<file path="config.mk">
export PLATFORM = sky130hd
export DESIGN_NAME = parameterized_count_monitor
export DESIGN_NICKNAME = d
export VERILOG_FILES = /design/src/rtl/count_monitor_pkg.sv /design/src/rtl/count_successor.sv /design/src/rtl/parameterized_count_monitor.sv
export SDC_FILE = /design/constraint.sdc
export NUM_CORES = 1
export LEC_CHECK = 0
export ABC_CLOCK_PERIOD_IN_PS = 2900
export CORE_MARGIN = 1.5
export CORE_UTILIZATION = 40
export DETAILED_ROUTE_END_ITERATION = 12
export SYNTH_ARGS = -nofsm -noshare
export SYNTH_HDL_FRONTEND = slang
export SYNTH_SLANG_ARGS = --single-unit
</file>
<file path="constraint.sdc">
create_clock -name clk -period 2.9 [get_ports clk]
set_input_delay 0.435 -clock clk [delete_from_list [all_inputs] [get_ports clk]]
set_output_delay 0.435 -clock clk [all_outputs]
set_load 0.02 [all_outputs]
</file>
<file path="src/rtl/count_monitor_pkg.sv">
// count_monitor_pkg
// Definitions shared by the count monitor and any counter built next to it:
//   state_t   - monitor FSM state; the encoding is visible on the debug output.
//   successor - the next value of a wrapping 0..max_count counter, given its
//               current value and enable. A disabled counter holds its value.
package count_monitor_pkg;

  typedef enum logic [1:0] {
    ST_IDLE    = 2'd0,
    ST_TRACK   = 2'd1,
    ST_RECOVER = 2'd2
  } state_t;

  function automatic logic [31:0] successor(input logic [31:0] prev,
                                            input logic        en,
                                            input logic [31:0] max_count);
    if (!en) return prev;
    return (prev == max_count) ? 32'd0 : prev + 32'd1;
  endfunction

endpackage

</file>
<file path="src/rtl/count_successor.sv">
// count_successor
// Purely combinational successor/legality logic for a 0..MAX_COUNT counter.
// It is shared by the counter and by the monitor that checks the counter.
// Ports:
//   prev     in  WIDTH  current counter value
//   en       in  1      counter enable for this cycle
//   expected out WIDTH  value the counter takes after this cycle
//   legal    out 1      prev lies within 0..MAX_COUNT
module count_successor
  import count_monitor_pkg::*;
#(
  parameter int WIDTH     = 4,
  parameter int MAX_COUNT = 9
) (
  input  logic [WIDTH-1:0] prev,
  input  logic             en,
  output logic [WIDTH-1:0] expected,
  output logic             legal
);

  assign expected = WIDTH'(successor(32'(prev), en, 32'(MAX_COUNT)));
  assign legal    = (32'(prev) <= 32'(MAX_COUNT));

endmodule

</file>
<file path="src/rtl/parameterized_count_monitor.sv">
// parameterized_count_monitor
// Watches the output of an upstream wrapping counter (0..MAX_COUNT) together
// with the enable driven to it. It flags out-of-order values, out-of-range
// values and a counter that stays out of range for too long. It also keeps
// a saturating error count with a sticky alarm.
// Ports:
//   clk           in   1      clock, rising edge
//   rst           in   1      synchronous active-high reset
//   count_in      in   WIDTH  observed count value
//   enable_in     in   1      enable sent to the counter in the same cycle
//   clr           in   1      clears error_count and alarm
//   seq_error     out  1      pulse: legal value that is not the expected successor
//   illegal_value out  1      pulse: count_in > MAX_COUNT
//   stuck         out  1      pulse: no legal value for RECOVER_TIMEOUT cycles
//   wrap          out  1      pulse: legal MAX_COUNT -> 0 step while tracking
//   error_count   out  ERR_W  saturating count of error events
//   alarm         out  1      sticky, set when error_count reaches ALARM_THRESH
//   state         out  2      FSM state (IDLE=0, TRACK=1, RECOVER=2)
// Every pulse is registered. A sample seen in cycle n produces its pulse in
// cycle n+1.
module parameterized_count_monitor
  import count_monitor_pkg::*;
#(
  parameter int WIDTH           = 4,
  parameter int MAX_COUNT       = 9,
  parameter int ERR_W           = 8,
  parameter int ALARM_THRESH    = 4,
  parameter int RECOVER_TIMEOUT = 16
) (
  input  logic             clk,
  input  logic             rst,
  input  logic [WIDTH-1:0] count_in,
  input  logic             enable_in,
  input  logic             clr,
  output logic             seq_error,
  output logic             illegal_value,
  output logic             stuck,
  output logic             wrap,
  output logic [ERR_W-1:0] error_count,
  output logic             alarm,
  output logic [1:0]       state
);

  localparam int               TW      = $clog2(RECOVER_TIMEOUT + 1);
  localparam logic [TW-1:0]    TMR_TOP = TW'(RECOVER_TIMEOUT - 1);
  localparam logic [WIDTH-1:0] MAX_V   = WIDTH'(MAX_COUNT);
  localparam logic [ERR_W-1:0] ERR_MAX = {ERR_W{1'b1}};

  state_t           state_q, state_d;
  logic [WIDTH-1:0] prev_count;
  logic             prev_en;
  logic [WIDTH-1:0] expected_q, expected_d;
  logic             sample_legal;
  logic [TW-1:0]    timer_q, timer_d;
  logic             seq_d, ill_d, stuck_d, wrap_d;
  logic             err_event;

  // The successor of the current sample is computed now and registered.
  // Next cycle expected_q therefore equals the successor of
  // (prev_count, prev_en). The same instance also reports whether the
  // current sample is legal.
  count_successor #(
    .WIDTH    (WIDTH),
    .MAX_COUNT(MAX_COUNT)
  ) u_succ (
    .prev    (count_in),
    .en      (enable_in),
    .expected(expected_d),
    .legal   (sample_legal)
  );

  always_comb begin
    state_d = state_q;
    timer_d = '0;
    seq_d   = 1'b0;
    ill_d   = 1'b0;
    stuck_d = 1'b0;
    wrap_d  = 1'b0;
    case (state_q)
      ST_IDLE: begin
        if (sample_legal) begin
          state_d = ST_TRACK;
        end else begin
          state_d = ST_RECOVER;
          ill_d   = 1'b1;
        end
      end
      ST_TRACK: begin
        if (!sample_legal) begin
          state_d = ST_RECOVER;
          ill_d   = 1'b1;
        end else if (count_in != expected_q) begin
          // prev_count is reloaded from the sample anyway, so the monitor
          // resyncs to the new value without extra logic.
          seq_d = 1'b1;
        end else if (prev_en && prev_count == MAX_V) begin
          wrap_d = 1'b1;
        end
      end
      ST_RECOVER: begin
        if (sample_legal) begin
          state_d = ST_TRACK;
        end else if (timer_q == TMR_TOP) begin
          stuck_d = 1'b1;
        end else begin
          timer_d = timer_q + TW'(1);
        end
      end
      default: state_d = ST_IDLE;
    endcase
  end

  // The FSM raises at most one of these per cycle.
  assign err_event = ill_d | stuck_d | seq_d;

  always_ff @(posedge clk) begin
    if (rst) begin
      state_q       <= ST_IDLE;
      prev_count    <= '0;
      prev_en       <= 1'b0;
      expected_q    <= '0;
      timer_q       <= '0;
      seq_error     <= 1'b0;
      illegal_value <= 1'b0;
      stuck         <= 1'b0;
      wrap          <= 1'b0;
      error_count   <= '0;
      alarm         <= 1'b0;
    end else begin
      state_q       <= state_d;
      prev_count    <= count_in;
      prev_en       <= enable_in;
      expected_q    <= expected_d;
      timer_q       <= timer_d;
      seq_error     <= seq_d;
      illegal_value <= ill_d;
      stuck         <= stuck_d;
      wrap          <= wrap_d;
      if (clr) begin
        // An error event in the same cycle as clr is dropped.
        error_count <= '0;
        alarm       <= 1'b0;
      end else if (err_event && error_count != ERR_MAX) begin
        error_count <= error_count + ERR_W'(1);
        if (32'(error_count) + 32'd1 >= 32'(ALARM_THRESH)) alarm <= 1'b1;
      end
    end
  end

  assign state = state_q;

endmodule

</file>
Metal layers overlaid:
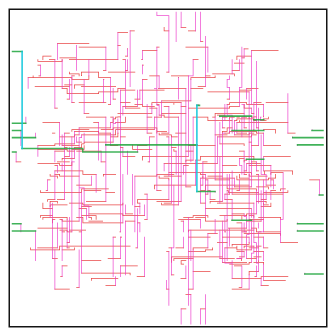
legend:
  met2:
    color: magenta
    wire_length: 1,160 microns
  met1:
    color: red
    wire_length: 1,080 microns
  met4:
    color: cyan
    wire_length: 34.7 microns
  met3:
    color: green
    wire_length: 108 microns
Routed WL per cell: 10.89 microns
WL final: 2386 microns
overall fraction of global-route tracks in use: 14.83%
total via count in the routed design: 1,109

Placed standard cells:
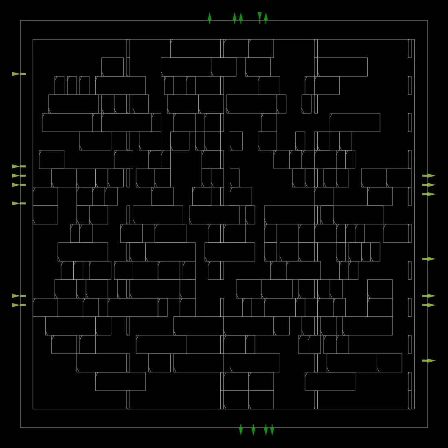
share of cell area taken by flip-flops and latches: 36.25%
number of sequential cells in the layout: 29
row count: 20
layout filler cell count: 310

-- layout make-up --
class                           count  share of cell area [%]
Timing Repair Buffer               23                   14.22
Clock buffer                        6                   3.203
Clock inverter                      2                  0.8594
Multi-Input combinational cell    109                   40.62
Sequential cell                    29                   36.25
Inverter                            6                   1.406
Tap cell                           44                   3.437
-- sequential cells by signal, indices dropped and copies added (netlist names) --
name and count:
alarm 1, error_count 8, expected_q 4, illegal_value 1, prev_count 4, prev_en 1
seq_error 1, state 2, stuck 1, timer_q 5, wrap 1
-- worst max-delay path, stage by stage --
cell and delay [ns]:
sky130_fd_sc_hd__clkdlybuf4s50_1 0.57, sky130_fd_sc_hd__o21ai_1 0.37, sky130_fd_sc_hd__o2111ai_1 0.16, sky130_fd_sc_hd__o22a_1 0.33, sky130_fd_sc_hd__or3_1 0.39, sky130_fd_sc_hd__a21oi_1 0.14
-- placed cells by master (no fill, tap or decap), drive strengths merged, types with 4 or more instances in the layout --
| master | count |
|---|---|
| a21oi | 9 |
| clkbuf | 6 |
| clkdlybuf4s50 | 22 |
| dfxtp | 29 |
| ha | 4 |
| inv | 6 |
| nand2 | 9 |
| nand3 | 7 |
| nor2 | 21 |
| nor2b | 7 |
| nor3 | 5 |
| o21ai | 10 |
| or3 | 4 |
| xor2 | 7 |
-- layer usage --
metal  global-route usage, %  routed length (microns)
met1                   17.51                     1083
met2                   24.38                     1161
met3                   3.896                      107
met4                   7.937                       34
met5                       0                        0
-- path summary, 6_finish.rpt --
kind | startpoint | slack [ns] | to | cells past startpoint
worst max-delay path | count_in[1] | 0.77 | error_count[5] | 6
worst max register to register | timer_q[0] | 0.88 | error_count[5] | 8
worst min register to register | timer_q[0] | 0.45 | timer_q[0] | 1
worst min-delay path | timer_q[0] | 0.45 | timer_q[0] | 1
==> results.sh <==
# physical design summary
export IMPL_postPlaceCellArea_sq_mm=0.001536
export IMPL_timing_clock_skew_ns=0.01382
export IMPL_netlist_instances=149
export IMPL_synth_simple_area_share_pct=27.63
export IMPL_postLayoutCellArea_sq_mm=0.001602
export IMPL_synth_top_cell_area_share_pct=44.83
export IMPL_ff_type="sky130_fd_sc_hd__dfxtp_1"
export IMPL_warnings=28
export IMPL_run_status="finished clean"
export IMPL_finalWorstPathRequiredPeriod_ns=2.133
export IMPL_clock_root_buffer="sky130_fd_sc_hd__clkbuf_4"
export IMPL_numPlacedInstances=211
export IMPL_asyncSetResetFlopFracSynth_pct=0
export IMPL_drt_antenna_violating_nets=0
export IMPL_cts_tree="yes"
export IMPL_total_power_mw=0.7581
export IMPL_synth_largest_area_cell="sky130_fd_sc_hd__dfxtp_1"
export IMPL_rsz0062_at_grt="no"
export IMPL_detail_route_first_pass_iterations=4
export IMPL_worstPathArrival_ns=2.40
export IMPL_avgSynthCellArea_sq_um=8.691
export IMPL_comb_power_share_pct=9.9
export IMPL_detailedPlace_worstSlack_ns=0.4240
export IMPL_synthTopCellsByCount="sky130_fd_sc_hd__dfxtp_1, sky130_fd_sc_hd__nor2_1, sky130_fd_sc_hd__a21oi_1, sky130_fd_sc_hd__nand2_1, sky130_fd_sc_hd__o21ai_0"
export IMPL_fin_cells=219
export IMPL_max_cap_viol_count=0
export IMPL_clock_sink_count=29
export IMPL_vdd_ir_drop_worst_v=0.0002285
export IMPL_first_iter_violations=92
export IMPL_pg_seq_mw=0.417
export IMPL_internal_pwr_total_mw=0.5627
export IMPL_hpwl_microns=1705
export IMPL_p_per_area_mw_per_mm2=473.4
export IMPL_post_layout_utilization_of_the_core_pct=52.46
export IMPL_fa_ha_area_share_pct=3.865
export IMPL_timing_hold_violations_final=0
export IMPL_critPathKind="in2reg"
export IMPL_power_frac_clock_pct=35.0
export IMPL_min_path_type="reg2reg"
export IMPL_hold_ws_ns=0.4524
export IMPL_ctsHtreeMaxLevel=2
export IMPL_cts_stage_hold_buffer_count=0
export IMPL_floorplan_die_area_sq_mm=0.003588
